==> config.mk <==
export PLATFORM = sky130hd
export DESIGN_NAME = irq_source_conditioner_flat
export DESIGN_NICKNAME = d
export VERILOG_FILES = /design/src/rtl/irq_source_conditioner_pkg.sv /design/src/rtl/irq_source_conditioner_if.sv /design/src/rtl/irq_source_conditioner_sync_line.sv /design/src/rtl/irq_source_conditioner.sv /design/src/flat_wrapper.sv
export SDC_FILE = /design/constraint.sdc
export NUM_CORES = 1
export LEC_CHECK = 0
export ABC_AREA = 1
export CORE_MARGIN = 8
export CORE_UTILIZATION = 36
export DETAILED_ROUTE_END_ITERATION = 10
export PLACE_DENSITY = 0.67
export SLEW_MARGIN = 40
export SYNTH_ARGS = -nofsm -noshare
export SYNTH_HDL_FRONTEND = slang
export SYNTH_HIERARCHICAL = 1
export SYNTH_SLANG_ARGS = --single-unit
export TNS_END_PERCENT = 1
==> constraint.sdc <==
create_clock -name clk -period 1.29 [get_ports clk]
set_clock_uncertainty 0.1 [all_clocks]
set_input_delay 0.129 -clock clk [delete_from_list [all_inputs] [get_ports clk]]
set_output_delay 0.129 -clock clk [all_outputs]
set_load 0.01 [all_outputs]
==> src/rtl/irq_source_conditioner_pkg.sv <==
// Shared constants for the interrupt source conditioner and the interrupt controller.
package irq_pkg;

    localparam logic MODE_LEVEL    = 1'b0;
    localparam logic MODE_EDGE     = 1'b1;
    localparam int   N_SRC_DEFAULT = 4;
    // Width of the controller's one-hot acknowledge vector.
    localparam int   ACK_W         = N_SRC_DEFAULT;

endpackage

==> src/rtl/irq_source_conditioner_if.sv <==
// Bus between the conditioner and the controller; master = controller/driver side,
// slave = conditioner side.
interface irq_source_conditioner_if #(
    parameter int N_SRC = irq_pkg::N_SRC_DEFAULT
);
    logic [N_SRC-1:0] irq_in;
    logic [N_SRC-1:0] mode;
    logic [N_SRC-1:0] mask;
    logic [N_SRC-1:0] ack;
    logic [N_SRC-1:0] ovf_clr;
    logic [N_SRC-1:0] req;
    logic [N_SRC-1:0] pending;
    logic [N_SRC-1:0] overflow;

    modport master (
        output irq_in, mode, mask, ack, ovf_clr,
        input  req, pending, overflow
    );

    modport slave (
        input  irq_in, mode, mask, ack, ovf_clr,
        output req, pending, overflow
    );
endinterface

==> src/rtl/irq_source_conditioner_sync_line.sv <==
// One source line: synchroniser chain, optional glitch filter (IRQ_COND_GLITCH_FILTER_EN),
// and the delayed copy used for rising-edge detection.
module irq_sync_line #(
    parameter int SYNC_STAGES   = 2,
    parameter int FILTER_CYCLES = 4
) (
    input  logic clk,
    input  logic reset_n,
    input  logic irq_i,
    output logic s_o,
    output logic rise_o
);

    if (SYNC_STAGES < 2 || FILTER_CYCLES < 1) begin : g_bad_cfg
        $error("irq_sync_line: SYNC_STAGES must be >= 2 and FILTER_CYCLES >= 1");
    end

    logic [SYNC_STAGES-1:0] sync_q;
    logic                   s_raw;
    logic                   s_filt;
    logic                   s_d_q;

    always_ff @(posedge clk or negedge reset_n) begin
        if (!reset_n) sync_q <= '0;
        else          sync_q <= {sync_q[SYNC_STAGES-2:0], irq_i};
    end

    assign s_raw = sync_q[SYNC_STAGES-1];

`ifdef IRQ_COND_GLITCH_FILTER_EN
    localparam int CW = $clog2(FILTER_CYCLES + 1);

    logic [CW-1:0] cnt_q, cnt_d;
    logic          filt_q, filt_d;

    // The counter tracks how long s has disagreed with the filtered value.
    always_comb begin
        cnt_d  = '0;
        filt_d = filt_q;
        if (s_raw != filt_q) begin
            if (cnt_q == CW'(FILTER_CYCLES - 1)) filt_d = s_raw;
            else                                 cnt_d  = cnt_q + 1'b1;
        end
    end

    always_ff @(posedge clk or negedge reset_n) begin
        if (!reset_n) begin
            cnt_q  <= '0;
            filt_q <= 1'b0;
        end else begin
            cnt_q  <= cnt_d;
            filt_q <= filt_d;
        end
    end

    assign s_filt = filt_q;
`else
    assign s_filt = s_raw;
`endif

    always_ff @(posedge clk or negedge reset_n) begin
        if (!reset_n) s_d_q <= 1'b0;
        else          s_d_q <= s_filt;
    end

    assign s_o    = s_filt;
    assign rise_o = s_filt & ~s_d_q;

endmodule

==> src/rtl/irq_source_conditioner.sv <==
// Interrupt source conditioner: per-line sync, edge/level detect, pending latch, masking
// and overflow tracking. Glitch filter compiled in with IRQ_COND_GLITCH_FILTER_EN.
module irq_source_conditioner
    import irq_pkg::*;
#(
    parameter int N_SRC         = N_SRC_DEFAULT,
    parameter int SYNC_STAGES   = 2,
    parameter int FILTER_CYCLES = 4
) (
    input  logic                      clk,
    input  logic                      reset_n,
    irq_source_conditioner_if.slave   bus
);

    logic [N_SRC-1:0] s;
    logic [N_SRC-1:0] rise;
    logic [N_SRC-1:0] edge_q, edge_d;
    logic [N_SRC-1:0] pend_q, pend_d;
    logic [N_SRC-1:0] ovf_q,  ovf_d;

    for (genvar i = 0; i < N_SRC; i++) begin : g_line
        irq_sync_line #(
            .SYNC_STAGES   (SYNC_STAGES),
            .FILTER_CYCLES (FILTER_CYCLES)
        ) u_sync (
            .clk     (clk),
            .reset_n (reset_n),
            .irq_i   (bus.irq_in[i]),
            .s_o     (s[i]),
            .rise_o  (rise[i])
        );
    end

    // A new edge beats a same-cycle ack; the edge latch is held clear in level mode so
    // a switch to edge mode starts from nothing pending.
    always_comb begin
        edge_d = '0;
        pend_d = '0;
        ovf_d  = ovf_q & ~bus.ovf_clr;
        for (int i = 0; i < N_SRC; i++) begin
            if (bus.mode[i] == MODE_EDGE) begin
                edge_d[i] = rise[i] | (edge_q[i] & ~bus.ack[i]);
                pend_d[i] = edge_d[i];
                if (rise[i] && edge_q[i] && !bus.ack[i]) ovf_d[i] = 1'b1;
            end else begin
                pend_d[i] = s[i];
            end
        end
    end

    always_ff @(posedge clk or negedge reset_n) begin
        if (!reset_n) begin
            edge_q <= '0;
            pend_q <= '0;
            ovf_q  <= '0;
        end else begin
            edge_q <= edge_d;
            pend_q <= pend_d;
            ovf_q  <= ovf_d;
        end
    end

    assign bus.pending  = pend_q;
    assign bus.req      = pend_q & bus.mask;
    assign bus.overflow = ovf_q;

endmodule

==> src/flat_wrapper.sv <==
// flat-port wrapper written by rule: the top's interface ports become plain ports
module irq_source_conditioner_flat import irq_pkg::*;
#(
    parameter int N_SRC         = N_SRC_DEFAULT,
    parameter int SYNC_STAGES   = 2,
    parameter int FILTER_CYCLES = 4
)
  (clk, reset_n, bus_irq_in, bus_mode, bus_mask, bus_ack, bus_ovf_clr, bus_req, bus_pending, bus_overflow);
  irq_source_conditioner_if #(.N_SRC(N_SRC)) bus_i ();
  input  logic clk;
  input  logic reset_n;
  input wire logic [$bits(bus_i.irq_in)-1:0] bus_irq_in;
  input wire logic [$bits(bus_i.mode)-1:0] bus_mode;
  input wire logic [$bits(bus_i.mask)-1:0] bus_mask;
  input wire logic [$bits(bus_i.ack)-1:0] bus_ack;
  input wire logic [$bits(bus_i.ovf_clr)-1:0] bus_ovf_clr;
  output wire logic [$bits(bus_i.req)-1:0] bus_req;
  output wire logic [$bits(bus_i.pending)-1:0] bus_pending;
  output wire logic [$bits(bus_i.overflow)-1:0] bus_overflow;
  assign bus_i.irq_in = bus_irq_in;
  assign bus_i.mode = bus_mode;
  assign bus_i.mask = bus_mask;
  assign bus_i.ack = bus_ack;
  assign bus_i.ovf_clr = bus_ovf_clr;
  assign bus_req = bus_i.req;
  assign bus_pending = bus_i.pending;
  assign bus_overflow = bus_i.overflow;
  irq_source_conditioner #(.N_SRC(N_SRC), .SYNC_STAGES(SYNC_STAGES), .FILTER_CYCLES(FILTER_CYCLES)) u_core (.clk(clk), .reset_n(reset_n), .bus(bus_i));
endmodule
Fig. 1: run 1, ports around the boundary
Pins as bars across the die edge, other pins in grey.
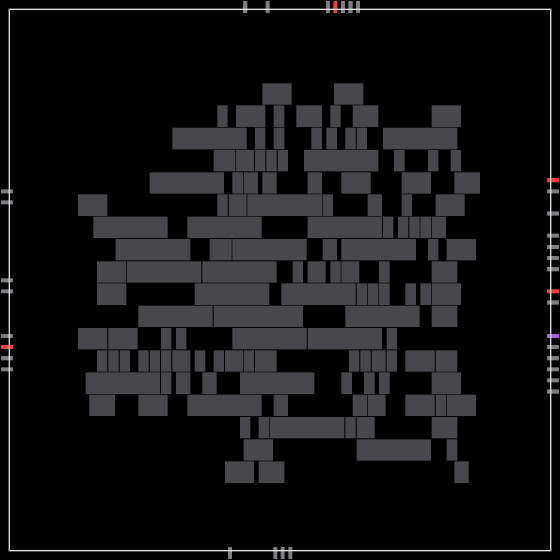
Red marks bus_ovf_clr, pins 4, direction input, edge 2 east, 1 west, 1 north. Purple marks reset_n, pins 1, direction input, edge east.
die extent in y: 66.03 um
Die W: 66.03 um
PortBufs: 33

Fig. 2: run 1, where the registers sit
Bar = 20 um. Other sequential cells in the stronger grey, the rest of the logic in the fainter grey.
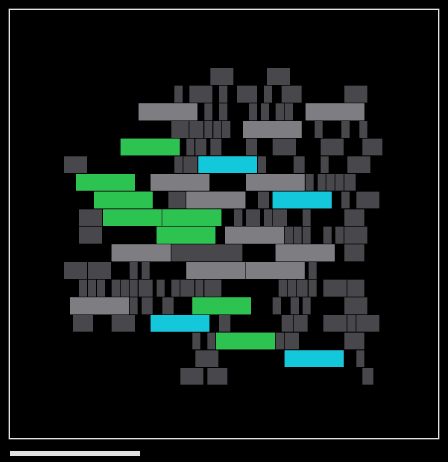
Cyan marks u_core/bus.pending, sequential cells 4. Green marks u_core/g_line.u_sync/sync_q, sequential cells 8.
Another 12 sequential cells are not coloured.
FF+latch area: 600.6 um2
sequential cell area share: 0.4624
Core Util, Final: 0.5340
seq pwr: 0.808 mW

Fig. 3: run 1, the clock network
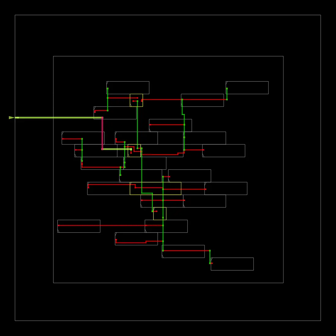
clkbuf count: 3
flop count: 24

==> reports/summary.txt, run 1 <==
Status - complete, no violations
Synth Seq Share - 0.6667
I/O pin total - 34
Crit path max-delay cell type - dfrtp_1
Total GRT Usage - 0.08161
Avg Synthesized Cell Area - 9.384 um2
Final Wtd Congestion - 0.6786
Most frequent cells in the layout - nand2_1, inv_1, dfrtp_1
FF-to-FF setup slack - 0.37 ns
Clk_lat worst skew - 0.31 ns
WL per Instance - 9.963 um
CP delay by family, top - flip-flops
Row count - 18
Clk network pwr share - 0.353
Layout net count - 157
Final hold viol count - 0
CP startpoint kind - register
Largest stage delay, worst path - 0.40 ns
Final period utilization - 0.9475
Final setup TNS - 0 ns
FP Core Util - 0.3704
run 1: metal layers:
metal | wire length (um) | part of all wire | vias to the layer above | GRT usage
met3 | 151 | 0.092 | 2 | 0.03390
met1 | 760 | 0.47 | 291 | 0.08898
met4 | 6 | 0.0037 | 0 | 0.03200
met2 | 716 | 0.44 | 23 | 0.1376
met5 | 0 | 0 | - | 0
li1 | - | - | 349 | -
run 1: cells by family after synthesis:
group,after synthesis,synth area share
buf+inv,28,0.1167
flops,24,0.6667
simple gates,44,0.2167
run 1: layout make-up:
| cell class | count | area, um2 |
|---|---|---|
| multi-input combinational | 44 | 195.2 |
| tap | 30 | 37.54 |
| inverter | 28 | 105.1 |
| timing repair buffer | 34 | 307.8 |
| clock inverter | 1 | 30.03 |
| sequential | 24 | 600.6 |
| fill | 253 | 1134 |
| clock buffer | 3 | 22.52 |
run 1: final timing paths:
path,depth (start not counted),end,start
worst max-delay path,1,bus_overflow[0],u_core/bus.overflow[0]
worst min-delay path,2,u_core/bus.pending[2],reset_n
worst max register to register,6,u_core/bus.overflow[0],u_core/g_line[0].u_sync/sync_q[1]
worst min register to register,0,u_core/g_line[2].u_sync/sync_q[1],u_core/g_line[2].u_sync/sync_q[0]
max in group asynchronous,2,u_core/edge_q[0],reset_n
min in group clk,1,u_core/g_line[3].u_sync/sync_q[0],bus_irq_in[3]
run 1: Yosys cell counts:
| cell | number | share of area |
|---|---|---|
| dfrtp_1 | 24 | 0.67 |
| nand3_1 | 8 | 0.044 |
| nor2_1 | 4 | 0.017 |
| nor2_2 | 4 | 0.028 |
| inv_1 | 24 | 0.10 |
| nand2_2 | 4 | 0.028 |
| inv_2 | 4 | 0.017 |
| nand2_1 | 24 | 0.10 |
run 1: per-stage QoR:
stage	utilization	hold WS [ns]
4_1_cts	0.5427	0.05996
2_1_floorplan	-	-0.2666
6_report	0.5340	0.06279
3_3_place_gp	0.5247	0.2329
5_1_grt	0.5340	0.07925
3_5_place_dp	0.5247	0.2347
run 1: power groups by stage:
| stage | sequential, mW | clock, mW | combinational, mW |
|---|---|---|---|
| floorplan | 0.828 | 0 | 0.0509 |
| finish | 0.808 | 0.534 | 0.172 |
| detailed placement | 0.825 | 0 | 0.192 |
| global route | 0.814 | 0.583 | 0.193 |
| global placement | 0.822 | 0 | 0.189 |
| CTS | 0.809 | 0.552 | 0.181 |
run 1: state kept, by name, summed over array words and instances (netlist names):
name	cells
u_core/g_line.u_sync/sync_q	8
u_core/bus.overflow	4
u_core/bus.pending	4
u_core/edge_q	4
u_core/g_line.u_sync/s_d_q	4
run 1: timing repair:
item                       CTS  global route
hold buffers                 0             0
setup buffers                0             0
setup endpoints to repair   12             4
hold endpoints to repair     0             0
gates resized               17             4
Fig. 4: run 1, gate families picked out
Bar = 20 um.
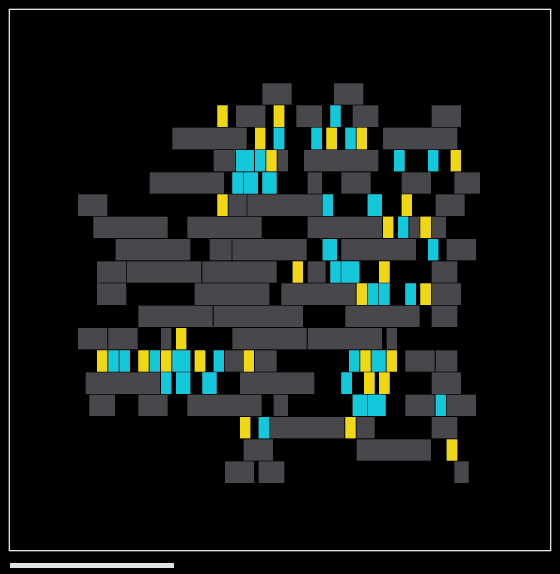

==> run 1 -> run 2 <==
--- a/config.mk
+++ b/config.mk
@@ -6,7 +6,7 @@
 export NUM_CORES = 1
 export LEC_CHECK = 0
 export ABC_AREA = 1
-export CORE_MARGIN = 8
+export CORE_MARGIN = 1
 export CORE_UTILIZATION = 36
 export DETAILED_ROUTE_END_ITERATION = 10
 export PLACE_DENSITY = 0.67
Fig. 5: run 2, gate families picked out
Bar = 20 um.
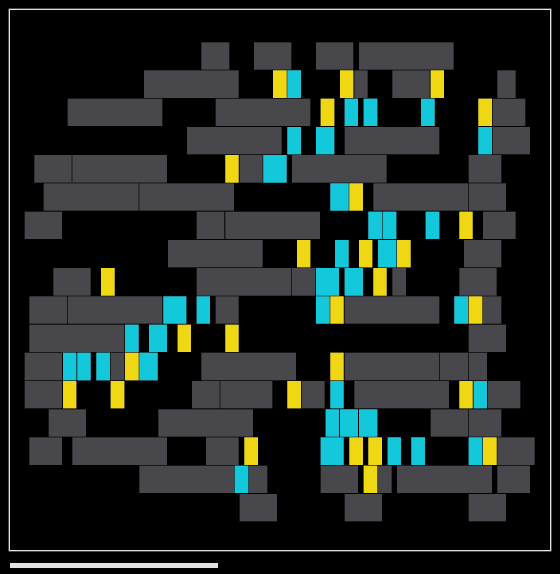
Yellow marks inverters, cells 28, most used inv_1, where widely spread. Cyan marks NAND gates, cells 36, most used nand2_1.
logic share of the area: 0.1525
Final Non-Filler Cells: 162

Fig. 6: run 2, ports around the boundary
Pins as bars across the die edge, other pins in grey.
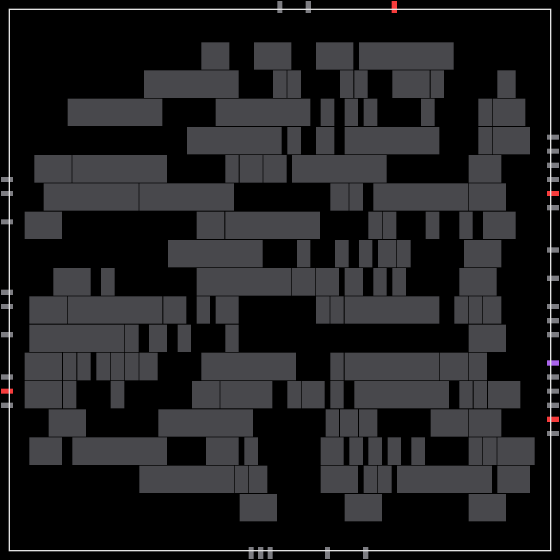
Red marks bus_ovf_clr, pins 4, direction input, edge 2 east, 1 west, 1 north. Purple marks reset_n, pins 1, direction input, edge east.
All pins by edge: 17 east, 9 west, 5 south, 3 north.
die extent in y: 52.03 um
Die W: 52.03 um

Fig. 7: run 2, the clock network
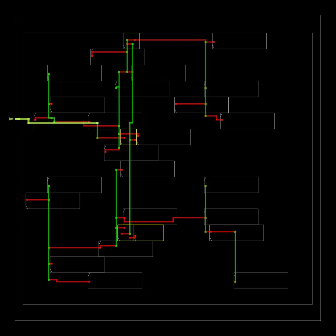
clk_lat worst skew: 0.30 ns
CTS Buf Count: 3

==> reports/summary.txt, run 2 <==
Status - complete, no violations
Area leader, netlist - dfrtp_1
Proportion of synthesized flip-flops having asynchronous set or reset - 1.000 (unchanged)
Top cells by count, synth - dfrtp_1, inv_1, nand2_1, nand3_1
Post-synth EDFFs - 0 (unchanged)
Final period utilization - 0.9536 (+0.006092)
Reg2reg end - u_core/bus.overflow[0]
Final hold viol count - 0 (unchanged)
Most frequent cells in the layout - nand2_1, inv_1, dfrtp_1
Largest stage delay, worst path - 0.41 ns (about the same)
Dominant flop cell - dfrtp_1
Total GRT Usage - 0.1247 (+0.04308)
FF-to-FF setup slack - 0.38 ns (about the same)
R2r worst-path depth - 6 (unchanged)
Worst R2R Start - u_core/g_line[0].u_sync/sync_q[1]
FF+latch area - 600.6 um2 (unchanged)
CP delay by family, top - flip-flops
Crit path max-delay cell type - dfrtp_1
Max-area cell share - 0.6667 (unchanged)
Layout net count - 157 (unchanged)
run 2: cell counts after synthesis:
No cell type changed its count.
run 2: layer usage:
| metal | share of wire | wire length (um) | global-route usage |
|---|---|---|---|
| met2 | 0.50 | 669 | 0.2329 |
| met5 | 0 | 0 | 0 |
| met3 | 0.083 | 112 | 0.01754 |
| met1 | 0.42 | 565 | 0.1377 |
| met4 | 0 | 0 | 0.05405 |
run 2: worst max-delay path by stage:
stage | start | cells past startpoint | end
2_1_floorplan | u_core/g_line[0].u_sync/sync_q[1] | 6 | u_core/bus.overflow[0]
3_3_place_gp | bus_mask[0] | 4 | bus_req[0]
3_5_place_dp | bus_mask[3] | 4 | bus_req[3]
4_1_cts | u_core/bus.pending[2] | 3 | bus_req[2]
5_1_grt | u_core/bus.overflow[0] | 1 | bus_overflow[0]
6_report | u_core/bus.overflow[0] | 1 | bus_overflow[0]
run 2: cells by family (layout without fill, tap and decap cells):
| kind of cell | count (synthesis) | after routing | synth area share |
|---|---|---|---|
| and+or+nand+nor | 44 | 44 | 0.2167 |
| buffers and inverters | 28 | 66 | 0.1167 |
| DFF | 24 | 24 | 0.6667 |
run 2: layout make-up:
type,count,share of cell area
multi-input cells,44,0.1525
well taps,28,0.02737
repair buffers,34,0.2405
flip-flops and latches,24,0.4692
clock buffers,4,0.02835
inverters,28,0.08211
run 2: repair_timing:
action | 4_1_cts | 5_1_grt
setup buffers | 0 | 0
hold buffers | 0 | 0
resized | 16 | 4
endpoints found under the setup margin | 12 | 4
run 2: stage by stage:
stage | worst slack (ns) | instance area (um2) | utilization | hold slack, ns | TNS, ns
5_1_grt | 0.007039 | 1280 | 0.5624 | 0.06703 | 0
3_3_place_gp | -0.1223 | 1274 | 0.5596 | 0.2320 | -0.4821
6_report | 0.05980 | 1280 | 0.5624 | 0.06808 | 0
3_5_place_dp | -0.1422 | 1274 | 0.5596 | 0.2347 | -0.5261
4_1_cts | 0.02031 | 1300 | 0.5712 | 0.06087 | 0
2_1_floorplan | 0.4334 | 900.9 | - | -0.2666 | 0
run 2: power by group:
part,internal (mW),leakage [nW],switching (mW)
combinational,0.0960,0.433,0.0739
sequential,0.791,0.298,0.0180
clock,0.172,0.0210,0.207
total,1.06,0.752,0.299
No activity file was given, so power comes from the tool's default toggle rates.
